### Pin placement

The bar under the picture is 20 µm long. Pins as bars across the die edge, other pins in grey.
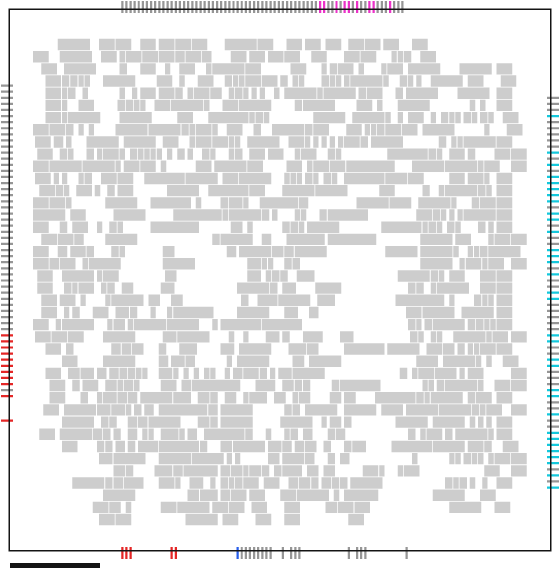
### Cell density map

The die is cut into 12 by 12 equal tiles; white is low, dark blue is high, 0 to 100% covered.
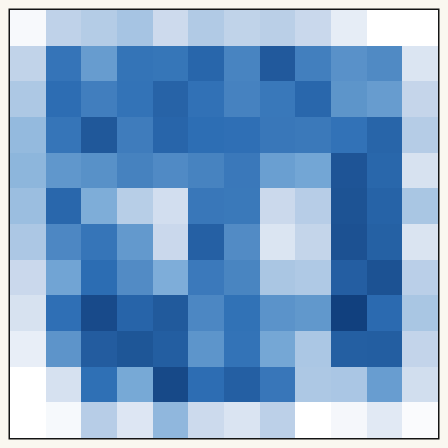
### Placement view

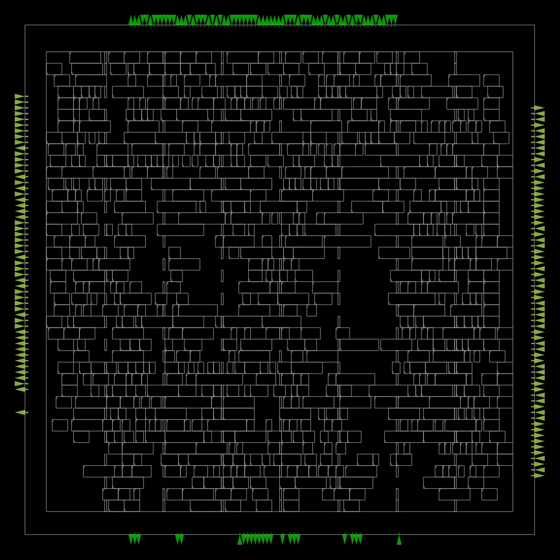
$ cat src/rtl/mem_ctrl_if.sv
// mem_ctrl_if: CPU request/response and RAM strobe bundle for mem_ctrl.
interface mem_ctrl_if #(
    parameter int ADDR_W = 9,
    parameter int DATA_W = 32
);
    logic              cpu_req;
    logic              cpu_we;
    logic [31:0]       cpu_addr;
    logic [DATA_W-1:0] cpu_wdata;
    logic              cpu_ack;
    logic              cpu_err;
    logic [DATA_W-1:0] cpu_rdata;
    logic              ram_read;
    logic              ram_write;
    logic [ADDR_W-1:0] ram_addr;
    logic [DATA_W-1:0] ram_din;
    logic [DATA_W-1:0] ram_dout;
    modport slave (
        input  cpu_req, cpu_we, cpu_addr, cpu_wdata, ram_dout,
        output cpu_ack, cpu_err, cpu_rdata, ram_read, ram_write, ram_addr, ram_din
    );
    modport master (
        output cpu_req, cpu_we, cpu_addr, cpu_wdata, ram_dout,
        input  cpu_ack, cpu_err, cpu_rdata, ram_read, ram_write, ram_addr, ram_din
    );
endinterface

$ cat src/rtl/mem_ctrl.sv
// mem_ctrl: range-checked single-outstanding load/store sequencer for a negedge RAM.
// All outputs are flops; ram_addr/ram_din double as the latched request.
module mem_ctrl #(
    parameter int ADDR_W      = 9,
    parameter int DATA_W      = 32,
    parameter int WAIT_CYCLES = 0
) (
    input  logic        clk,
    input  logic        clr,
    mem_ctrl_if.slave   bus,
    output logic        busy,
    output logic [15:0] rd_count,
    output logic [15:0] wr_count
);
    localparam logic [1:0] IDLE   = 2'd0;
    localparam logic [1:0] ACCESS = 2'd1;
    localparam logic [1:0] ACK    = 2'd2;
    localparam logic [1:0] ERR    = 2'd3;

    logic [1:0]        state_q, state_d;
    logic              we_q, we_d;
    logic [3:0]        wait_q, wait_d;
    logic [ADDR_W-1:0] ram_addr_q, ram_addr_d;
    logic [DATA_W-1:0] ram_din_q, ram_din_d;
    logic [DATA_W-1:0] rdata_q, rdata_d;
    logic              ram_read_q, ram_read_d;
    logic              ram_write_q, ram_write_d;
    logic              ack_q, ack_d;
    logic              err_q, err_d;
    logic              busy_q, busy_d;
    logic [15:0]       rd_count_q, rd_count_d;
    logic [15:0]       wr_count_q, wr_count_d;
    logic              oor;

    assign oor = |bus.cpu_addr[31:ADDR_W];

    always_comb begin
        state_d     = state_q;
        we_d        = we_q;
        wait_d      = wait_q;
        ram_addr_d  = ram_addr_q;
        ram_din_d   = ram_din_q;
        rdata_d     = rdata_q;
        ram_read_d  = 1'b0;
        ram_write_d = 1'b0;
        rd_count_d  = rd_count_q;
        wr_count_d  = wr_count_q;
        if (state_q == IDLE && bus.cpu_req) begin
            we_d        = bus.cpu_we;
            ram_addr_d  = bus.cpu_addr[ADDR_W-1:0];
            ram_din_d   = bus.cpu_wdata;
            wait_d      = 4'(WAIT_CYCLES);
            state_d     = oor ? ERR : ACCESS;
            ram_read_d  = !oor && !bus.cpu_we;
            ram_write_d = !oor && bus.cpu_we;
        end else if (state_q == ACCESS) begin
            // the store strobe is never re-raised, so only the first cycle writes
            if (wait_q != 4'd0) begin
                wait_d     = wait_q - 4'd1;
                ram_read_d = !we_q;
            end else begin
                state_d = ACK;
                rdata_d = we_q ? rdata_q : bus.ram_dout;
            end
        end else if (state_q == ACK) begin
            state_d    = IDLE;
            rd_count_d = (!we_q && rd_count_q != 16'hFFFF) ? rd_count_q + 16'd1 : rd_count_q;
            wr_count_d = (we_q && wr_count_q != 16'hFFFF) ? wr_count_q + 16'd1 : wr_count_q;
        end else if (state_q == ERR) begin
            state_d = IDLE;
        end
        ack_d  = state_d == ACK || state_d == ERR;
        err_d  = state_d == ERR;
        busy_d = state_d != IDLE;
    end

    always_ff @(posedge clk) begin
        if (clr) begin
            state_q     <= IDLE;
            we_q        <= 1'b0;
            wait_q      <= 4'd0;
            ram_addr_q  <= '0;
            ram_din_q   <= '0;
            rdata_q     <= '0;
            ram_read_q  <= 1'b0;
            ram_write_q <= 1'b0;
            ack_q       <= 1'b0;
            err_q       <= 1'b0;
            busy_q      <= 1'b0;
            rd_count_q  <= 16'd0;
            wr_count_q  <= 16'd0;
        end else begin
            state_q     <= state_d;
            we_q        <= we_d;
            wait_q      <= wait_d;
            ram_addr_q  <= ram_addr_d;
            ram_din_q   <= ram_din_d;
            rdata_q     <= rdata_d;
            ram_read_q  <= ram_read_d;
            ram_write_q <= ram_write_d;
            ack_q       <= ack_d;
            err_q       <= err_d;
            busy_q      <= busy_d;
            rd_count_q  <= rd_count_d;
            wr_count_q  <= wr_count_d;
        end
    end

    assign bus.cpu_ack   = ack_q;
    assign bus.cpu_err   = err_q;
    assign bus.cpu_rdata = rdata_q;
    assign bus.ram_read  = ram_read_q;
    assign bus.ram_write = ram_write_q;
    assign bus.ram_addr  = ram_addr_q;
    assign bus.ram_din   = ram_din_q;
    assign busy          = busy_q;
    assign rd_count      = rd_count_q;
    assign wr_count      = wr_count_q;
endmodule

$ cat src/flat_wrapper.sv
// flat-port wrapper written by rule: the top's interface ports become plain ports
module mem_ctrl_flat 
#(
    parameter int ADDR_W      = 9,
    parameter int DATA_W      = 32,
    parameter int WAIT_CYCLES = 0
)
  (clk, clr, busy, rd_count, wr_count, bus_cpu_req, bus_cpu_we, bus_cpu_addr, bus_cpu_wdata, bus_ram_dout, bus_cpu_ack, bus_cpu_err, bus_cpu_rdata, bus_ram_read, bus_ram_write, bus_ram_addr, bus_ram_din);
  mem_ctrl_if #(.ADDR_W(ADDR_W), .DATA_W(DATA_W)) bus_i ();
  input  logic clk;
  input  logic clr;
  output logic busy;
  output logic [15:0] rd_count;
  output logic [15:0] wr_count;
  input wire logic [$bits(bus_i.cpu_req)-1:0] bus_cpu_req;
  input wire logic [$bits(bus_i.cpu_we)-1:0] bus_cpu_we;
  input wire logic [$bits(bus_i.cpu_addr)-1:0] bus_cpu_addr;
  input wire logic [$bits(bus_i.cpu_wdata)-1:0] bus_cpu_wdata;
  input wire logic [$bits(bus_i.ram_dout)-1:0] bus_ram_dout;
  output wire logic [$bits(bus_i.cpu_ack)-1:0] bus_cpu_ack;
  output wire logic [$bits(bus_i.cpu_err)-1:0] bus_cpu_err;
  output wire logic [$bits(bus_i.cpu_rdata)-1:0] bus_cpu_rdata;
  output wire logic [$bits(bus_i.ram_read)-1:0] bus_ram_read;
  output wire logic [$bits(bus_i.ram_write)-1:0] bus_ram_write;
  output wire logic [$bits(bus_i.ram_addr)-1:0] bus_ram_addr;
  output wire logic [$bits(bus_i.ram_din)-1:0] bus_ram_din;
  assign bus_i.cpu_req = bus_cpu_req;
  assign bus_i.cpu_we = bus_cpu_we;
  assign bus_i.cpu_addr = bus_cpu_addr;
  assign bus_i.cpu_wdata = bus_cpu_wdata;
  assign bus_i.ram_dout = bus_ram_dout;
  assign bus_cpu_ack = bus_i.cpu_ack;
  assign bus_cpu_err = bus_i.cpu_err;
  assign bus_cpu_rdata = bus_i.cpu_rdata;
  assign bus_ram_read = bus_i.ram_read;
  assign bus_ram_write = bus_i.ram_write;
  assign bus_ram_addr = bus_i.ram_addr;
  assign bus_ram_din = bus_i.ram_din;
  mem_ctrl #(.ADDR_W(ADDR_W), .DATA_W(DATA_W), .WAIT_CYCLES(WAIT_CYCLES)) u_core (.clk(clk), .clr(clr), .bus(bus_i), .busy(busy), .rd_count(rd_count), .wr_count(wr_count));
endmodule
$ cat config.mk
export PLATFORM = sky130hd
export DESIGN_NAME = mem_ctrl_flat
export DESIGN_NICKNAME = d
export VERILOG_FILES = /design/src/rtl/mem_ctrl_if.sv /design/src/rtl/mem_ctrl.sv /design/src/flat_wrapper.sv
export SDC_FILE = /design/constraint.sdc
export NUM_CORES = 1
export LEC_CHECK = 0
export CAP_MARGIN = 25
export CORE_MARGIN = 5
export CORE_UTILIZATION = 38
export DETAILED_ROUTE_END_ITERATION = 8
export GPL_TIMING_DRIVEN = 0
export MAX_ROUTING_LAYER = met4
export PLACE_DENSITY = 0.77
export SYNTH_ARGS = -nofsm -noshare
export SYNTH_HDL_FRONTEND = slang
export SYNTH_SLANG_ARGS = --single-unit
$ cat constraint.sdc
create_clock -name clk -period 2.15 [get_ports clk]
set_clock_uncertainty 0.15 [all_clocks]
set_input_delay 0.43 -clock clk [delete_from_list [all_inputs] [get_ports clk]]
set_output_delay 0.43 -clock clk [all_outputs]
set_load 0.01 [all_outputs]
==> flow_metrics.tcl <==
# flow metrics
set metrics [dict create \
    postSynthAreaPerCell_um2 8.08 \
    cts.path.max_buffers 2 \
    nFillCells 1030 \
    outcome "completed" \
    fp_nets 678 \
    vias 5034 \
    die_y_um 121 \
    drt-initial-drc-count 273 \
    slew_headroom 0.530 \
    warnings 28 \
    top_cell_area_share 0.504 \
    hold_end "u_core.bus.cpu_rdata[30]" \
    r2r_slack_ps 10 \
    ys_chip_area_um2 4650 \
    cts_tree "built" \
    clkSlewWorstSetupHoldPaths_ps 50 \
    p_per_area_nw_per_um2 826 \
    logic_area_um2 2210 \
    cp-end-kind "flip-flop" \
    arrival_ps 2320 \
    gr-total-overflow 0 \
    first_pass_iters 5 \
    dpl.hpwl_um 11500 \
    drt-wirelength-per-cell_um 15.8 \
    synthTopCellsByCount "nand2_1 (165), dfxtp_1 (117), a21oi_1 (97)" \
    setup_viol_count_final 0 \
    die_width_um 121 \
    grt.total_usage 0.208 \
    placed_cells 930 \
    r2r_start "u_core.we_q" \
    syn_area_um2 4650 \
    fmax_ghz 0.467 \
    reg2regPathDepth 4 \
    setup_slack_ps 9.80 \
    yosys-stat-cells 575 \
    flop_area_um2 2350 \
    yosys.stat.seqShare 0.504 \
    layout.nets 906 \
    cp_max_fo 7 \
    most_common_cell "nand2_1" \
    p_leak_nw 2.67 \
]
## Picture notes: 'Pin placement'
legend:
  red:
    port: wr_count
    pins: 16
    direction: output
    edge: 11 left, 5 bottom
  magenta:
    port: bus_ram_addr
    pins: 9
    direction: output
    edge: top
  blue:
    port: clr
    pins: 1
    direction: input
    edge: bottom
  cyan:
    port: bus_cpu_rdata
    pins: 32
    direction: output
    edge: right
all pins by edge: 69 top, 65 right, 53 left, 23 bottom

## Picture notes: 'Cell density map'
nearly empty tiles: 3.5%
fullest tile: 94%
mean over tiles: 52%
tiles over 75% full: 23%

## Picture notes: 'Placement view'
std cell rows: 40
Tap Cells: 147
Non-Filler Instances: 963
Final Util: 0.645

-- how the worst max path moves through the flow --
stage / endpoint / slack [ps] / from / depth (start not counted)
after floorplan: u_core.bus.cpu_rdata[2] / -20 / u_core.wait_q[0] / 9
after global placement: u_core.bus.cpu_rdata[15] / -400 / u_core.wait_q[0] / 8
after detailed placement: u_core.bus.cpu_rdata[15] / -450 / u_core.wait_q[0] / 8
after CTS: u_core.rd_count[13] / 6 / u_core.state_q[1] / 4
after global routing: u_core.wr_count[0] / -70 / u_core.wr_count[11] / 4
final: u_core.rd_count[13] / 10 / u_core.we_q / 4
-- cells in the final DEF, fill, tap and decap left out, types with 6 or more instances in the layout --
master	count
clkdlybuf4s50_1	208
clkbuf_1	18
nand2_1	165
clkbuf_16	17
nand3_1	13
or4_1	11
nand4_1	13
o21ai_0	7
o31ai_1	11
dfxtp_1	114
nor2_1	14
a21oi_1	96
inv_1	10
nor3_1	10
or3_1	6
nor4_1	11
bufinv_16	7
-- sequential cells by signal, summed over array words and instances (netlist names) --
signal,count
u_core.bus.cpu_rdata,32
u_core.bus.ram_din,32
u_core.rd_count,16
u_core.wr_count,16
u_core.bus.ram_addr,9
u_core.wait_q,4
u_core.state_q,2
u_core.bus.cpu_ack,1
u_core.bus.cpu_err,1
u_core.bus.ram_read,1
u_core.bus.ram_write,1
u_core.busy,1
u_core.we_q,1
-- power breakdown --
group | switching (mW) | internal, mW | total, mW
Sequential | 0.0567 | 2.26 | 2.32
Clock | 0.977 | 2.39 | 3.36
Combinational | 0.313 | 0.397 | 0.710
Total | 1.35 | 5.05 | 6.39
-- logic make-up (layout without fill, tap and decap cells) --
kind of cell               after synthesis  in the layout  share of synthesized area
buffers and inverters                   42            283                     0.0339
and+or+nand+nor                        274            274                      0.277
muxes                                    7              7                     0.0164
DFF                                    117            117                      0.504
xor gates and xnor gates                 3              3                    0.00566
AOI/OAI and AO/OA                      129            129                      0.155
adders and majority gates                3              3                    0.00808
-- critical path: stages, from the launching register on --
cell and delay, ps:
dfxtp_4 370, or3b_4 420, or4b_4 540, or4_4 440, a21oi_2 140
-- what timing repair did --
item / CTS / global route
resized: 18 / 13
cloned: 0 / 0
buffers inserted: 2 / 2
endpoints found under the setup margin: 39 / 46
pin swaps: 2 / 1
-- through the flow --
| stage | instance area, µm² | utilization | setup TNS, ps |
|---|---|---|---|
| finish | 7740 | 0.645 | 0 |
| global route | 7740 | 0.645 | -127 |
| CTS | 7690 | 0.640 | 0 |
| global placement | 6910 | 0.576 | -12830 |
| detailed placement | 6910 | 0.576 | -14710 |
| floorplan | 4650 | - | -501 |
-- routing by layer --
metal	share of wire	vias to the layer above	track usage
li1	-	2476	-
met1	0.41	2355	0.241
met2	0.52	193	0.366
met3	0.061	10	0.0561
met4	0.0078	0	0.0404
met5	0	-	-
-- cell type report --
| cell class | count | area share |
|---|---|---|
| Buffer | 29 | 0.0178 |
| Clock buffer | 20 | 0.0603 |
| Clock inverter | 12 | 0.0320 |
| Inverter | 10 | 0.00485 |
| Multi-Input combinational cell | 416 | 0.285 |
| Sequential cell | 117 | 0.304 |
| Tap cell | 147 | 0.0238 |
| Timing Repair Buffer | 212 | 0.273 |
Power is estimated from default activity; no workload was simulated.
